**src/rtl/rfphoenix_mc_vec_issue_pkg.sv**
```systemverilog
// Shared rfPhoenix types used by the multicycle vector ALU issue/collect front end.
// Holds the issue FSM state enum and the default ALU latency.
package rfPhoenixPkg;

  localparam int MC_VEC_LAT = 10;
  localparam int NLANES     = 4;

  typedef logic [2:0]  tid_t;
  typedef logic [31:0] value_t;
  typedef value_t [NLANES-1:0] vector_value_t;

  typedef struct packed {
    logic [7:0] opcode;
    logic [5:0] rt;
    logic [5:0] ra;
    logic [5:0] rb;
    logic [5:0] rc;
  } instruction_t;

  typedef struct packed {
    logic          v;
    tid_t          tid;
    vector_value_t res;
  } pipeline_reg_t;

  typedef enum logic [1:0] {
    IDLE   = 2'd0,
    RUN    = 2'd1,
    RESULT = 2'd2
  } mc_issue_state_t;

endpackage

```
**src/rtl/rfphoenix_mc_vec_issue.sv**
```systemverilog
// Issue/collect front end for the multicycle vector ALU: holds operands, waits latency + done,
// hands the result to writeback. Optional watchdog: define RFPHOENIX_MC_ISSUE_TIMEOUT_EN.
module rfphoenix_mc_vec_issue
  import rfPhoenixPkg::*;
#(
  parameter int MC_LAT  = MC_VEC_LAT,
  parameter int TIMEOUT = 64
) (
  input  logic          clk,
  input  logic          rst,
  input  logic          req_valid,
  output logic          req_ready,
  input  instruction_t  req_ir,
  input  vector_value_t req_a,
  input  vector_value_t req_b,
  input  vector_value_t req_c,
  input  value_t        req_imm,
  input  pipeline_reg_t req_pr,
  input  tid_t          req_tid,
  output instruction_t  alu_ir,
  output vector_value_t alu_a,
  output vector_value_t alu_b,
  output vector_value_t alu_c,
  output value_t        alu_imm,
  output pipeline_reg_t alu_pr,
  input  pipeline_reg_t alu_o,
  input  logic          alu_done,
  output logic          wb_valid,
  input  logic          wb_ready,
  output pipeline_reg_t wb_pr,
  output tid_t          wb_tid,
  input  logic          flush,
  input  tid_t          flush_tid,
  output logic          busy,
  output logic          timeout_err
);

  // One counter width serves both the latency count and the watchdog.
  localparam int CNT_MAX = (MC_LAT > TIMEOUT + 2) ? MC_LAT : TIMEOUT + 2;
  localparam int CW      = (CNT_MAX > 2) ? $clog2(CNT_MAX) : 1;
  typedef logic [CW-1:0] cnt_t;
  localparam cnt_t CNT_LOAD = cnt_t'(MC_LAT - 1);

  mc_issue_state_t state;
  cnt_t            cnt;
  logic            kill;
  tid_t            hold_tid;

  logic accept;
  logic held_flush;
  logic req_flush;
  logic cnt_zero;
  logic capture;

  // Writeback can retire and refill in the same cycle, hence the wb_ready path.
  assign req_ready  = (state == IDLE) || ((state == RESULT) && wb_ready);
  assign accept     = req_valid && req_ready;
  assign held_flush = flush && (flush_tid == hold_tid);
  assign req_flush  = flush && (flush_tid == req_tid);
  assign cnt_zero   = (cnt == '0);

`ifdef RFPHOENIX_MC_ISSUE_TIMEOUT_EN
  // The first stalled edge is the missed capture; TIMEOUT further stalled cycles are tolerated.
  localparam cnt_t WD_LIMIT = cnt_t'(TIMEOUT + 1);
  cnt_t wd_cnt;
  logic wd_fire;
  assign wd_fire = (state == RUN) && cnt_zero && !alu_done && (wd_cnt == WD_LIMIT);
  assign capture = cnt_zero && (alu_done || wd_fire);
`else
  assign capture     = cnt_zero && alu_done;
  assign timeout_err = 1'b0;
`endif

  // NOTE: all state below is sequential, so it is written with <= only; blocking
  // assignments here would make the update order depend on statement order.
  always_ff @(posedge clk or negedge rst) begin
    if (!rst) begin
      state    <= IDLE;
      cnt      <= '0;
      kill     <= 1'b0;
      hold_tid <= '0;
      busy     <= 1'b0;
      alu_ir   <= '0;
      alu_a    <= '0;
      alu_b    <= '0;
      alu_c    <= '0;
      alu_imm  <= '0;
      alu_pr   <= '0;
      wb_valid <= 1'b0;
      wb_pr    <= '0;
      wb_tid   <= '0;
`ifdef RFPHOENIX_MC_ISSUE_TIMEOUT_EN
      wd_cnt      <= '0;
      timeout_err <= 1'b0;
`endif
    end else if (accept) begin
      // Accept is only possible from IDLE or from a completing RESULT handshake.
      state    <= RUN;
      busy     <= 1'b1;
      cnt      <= CNT_LOAD;
      kill     <= req_flush;
      hold_tid <= req_tid;
      alu_ir   <= req_ir;
      alu_a    <= req_a;
      alu_b    <= req_b;
      alu_c    <= req_c;
      alu_imm  <= req_imm;
      alu_pr   <= req_pr;
      wb_valid <= 1'b0;
`ifdef RFPHOENIX_MC_ISSUE_TIMEOUT_EN
      wd_cnt   <= '0;
`endif
    end else begin
      case (state)
        RUN: begin
          if (!cnt_zero) cnt <= cnt - cnt_t'(1);
          if (held_flush) kill <= 1'b1;
`ifdef RFPHOENIX_MC_ISSUE_TIMEOUT_EN
          if (cnt_zero && !alu_done && !wd_fire) wd_cnt <= wd_cnt + cnt_t'(1);
          if (wd_fire) timeout_err <= 1'b1;
`endif
          if (capture) begin
            wb_pr  <= alu_o;
            wb_tid <= hold_tid;
            if (kill || held_flush) begin
              state <= IDLE;
              busy  <= 1'b0;
            end else begin
              state    <= RESULT;
              wb_valid <= 1'b1;
            end
          end
        end
        RESULT: begin
          if (held_flush || wb_ready) begin
            state    <= IDLE;
            busy     <= 1'b0;
            wb_valid <= 1'b0;
          end
        end
        default: ;
      endcase
    end
  end

endmodule

```
**config.mk**
```make
export PLATFORM = sky130hd
export DESIGN_NAME = rfphoenix_mc_vec_issue
export DESIGN_NICKNAME = d
export VERILOG_FILES = /design/src/rtl/rfphoenix_mc_vec_issue_pkg.sv /design/src/rtl/rfphoenix_mc_vec_issue.sv
export SDC_FILE = /design/constraint.sdc
export NUM_CORES = 1
export LEC_CHECK = 0
export CAP_MARGIN = 20
export CELL_PAD_IN_SITES_DETAIL_PLACEMENT = 2
export CELL_PAD_IN_SITES_GLOBAL_PLACEMENT = 2
export CORE_AREA = 2 2 557 559
export DETAILED_ROUTE_END_ITERATION = 8
export DIE_AREA = 0 0 559 561
export PLACE_DENSITY_LB_ADDON = 0.1
export SETUP_SLACK_MARGIN = 0.02
export SLEW_MARGIN = 20
export SYNTH_ARGS = -nofsm -noshare
export SYNTH_HDL_FRONTEND = slang
export SYNTH_SLANG_ARGS = --single-unit
```
**constraint.sdc**
```tcl
create_clock -name clk -period 2.1 [get_ports clk]
set_input_delay 0.21 -clock clk [delete_from_list [all_inputs] [get_ports clk]]
set_output_delay 0.21 -clock clk [all_outputs]
set_load 0.03 [all_outputs]
```
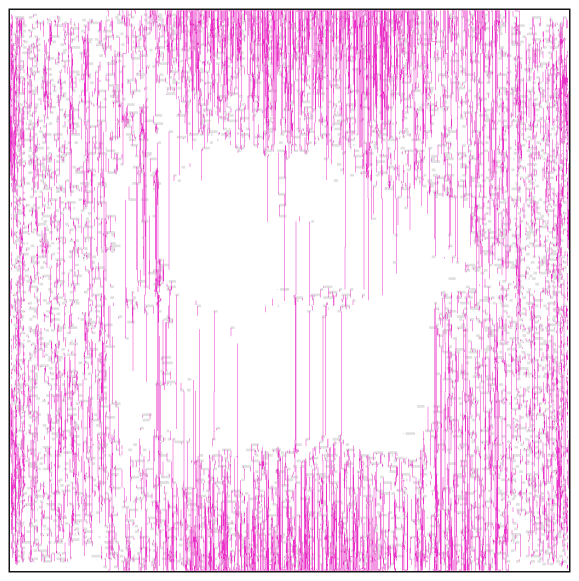
(the metal 2 layer)
(1 px per um) Cells faint in the background.
wire length on this layer: 103 mm
longest straight run: 274 um
share of all routed wire: 49%

==> results.yml <==
# synthesis and place-and-route metrics
die:
  chipArea_sq_um: 314000
  boundaryPins: 1443
  die_h_um: 561
route:
  topRoutingLayerUsed: "met5"
  viasPerCell: 3.08
  first_iter_violations: 707
synth:
  async_flop_share_pct: 100
  common_cells: "nand2_1 (1,763), dfrtp_1 (730), mux2_4 (82)"
  yosys.area_share.simple_pct: 24.4
  yosys_warnings: 0
  topCombFamilyByArea: "simple AND/OR/NAND/NOR gates"
  avgSynthCellArea_sq_um: 9.82
  xor_share_pct: 0.221
  yosys_cells: 2826
  synthAoiAreaFrac_pct: 0.329
placed_design:
  placedCellCount: 8378
  io_buffers: 1441
power:
  powerClk_mw: 19.2
  internal_power_mw: 43.8
  power-top-group: "combinational cells"
  powerSeq_mw: 24.3
  comb_power_share_pct: 46.1
finish:
  signal_buffers: 2274
  fillers: 35000
  flop-count: 730
  n_antenna_cell: 52
  instances_no_fill: 9325
  comb_cells: 1945
setup_path:
  reg2reg_depth: 7
  crit_start: "alu_pr[89]$_DFFE_PN0P_"
  r2r_end: "wb_pr[33]$_DFFE_PN0P_"
  crit_family: "flip-flops"
  rr_startpoint: "cnt[0]$_DFFE_PN0P_"
clock_tree:
  h-tree-depth: 3
  ctsHoldBuffers: 693
timing:
  max_freq_ghz: 0.513
  slew_headroom_pct: 55.3
  layout_setup_ws_ps: 149
min_path:
  hold_depth: 3
  hp-start: "req_pr[26]"
  hp-class: "in2reg"
run_status:
  run_status: "finished, final reports clean"
global_route:
  grtUsageTotal_pct: 13.1
  grt_pass1_wl_mm: 287
  grt-busiest-layer: "met2"
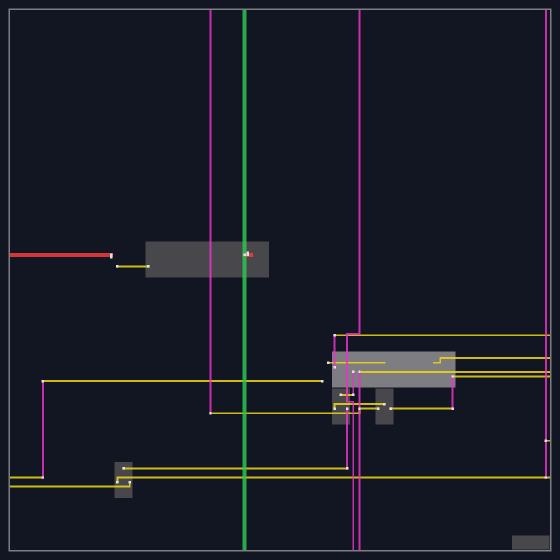
(close-up of the layout)
Window x 260 to 300, y 260 to 300 um. Cells in grey, sequential cells in the stronger grey; small squares are vias.
[red] met3
[green] met4
[magenta] met2
[yellow] met1
most frequent: nand2_1 (3), dfrtp_1 (1), clkbuf_16 (1)
netlist names of flops here include: alu_pr (1)
cells with their middle in the window: 5
sequential cells in the window: 1

No activity file was given, so power comes from the tool's default toggle rates.
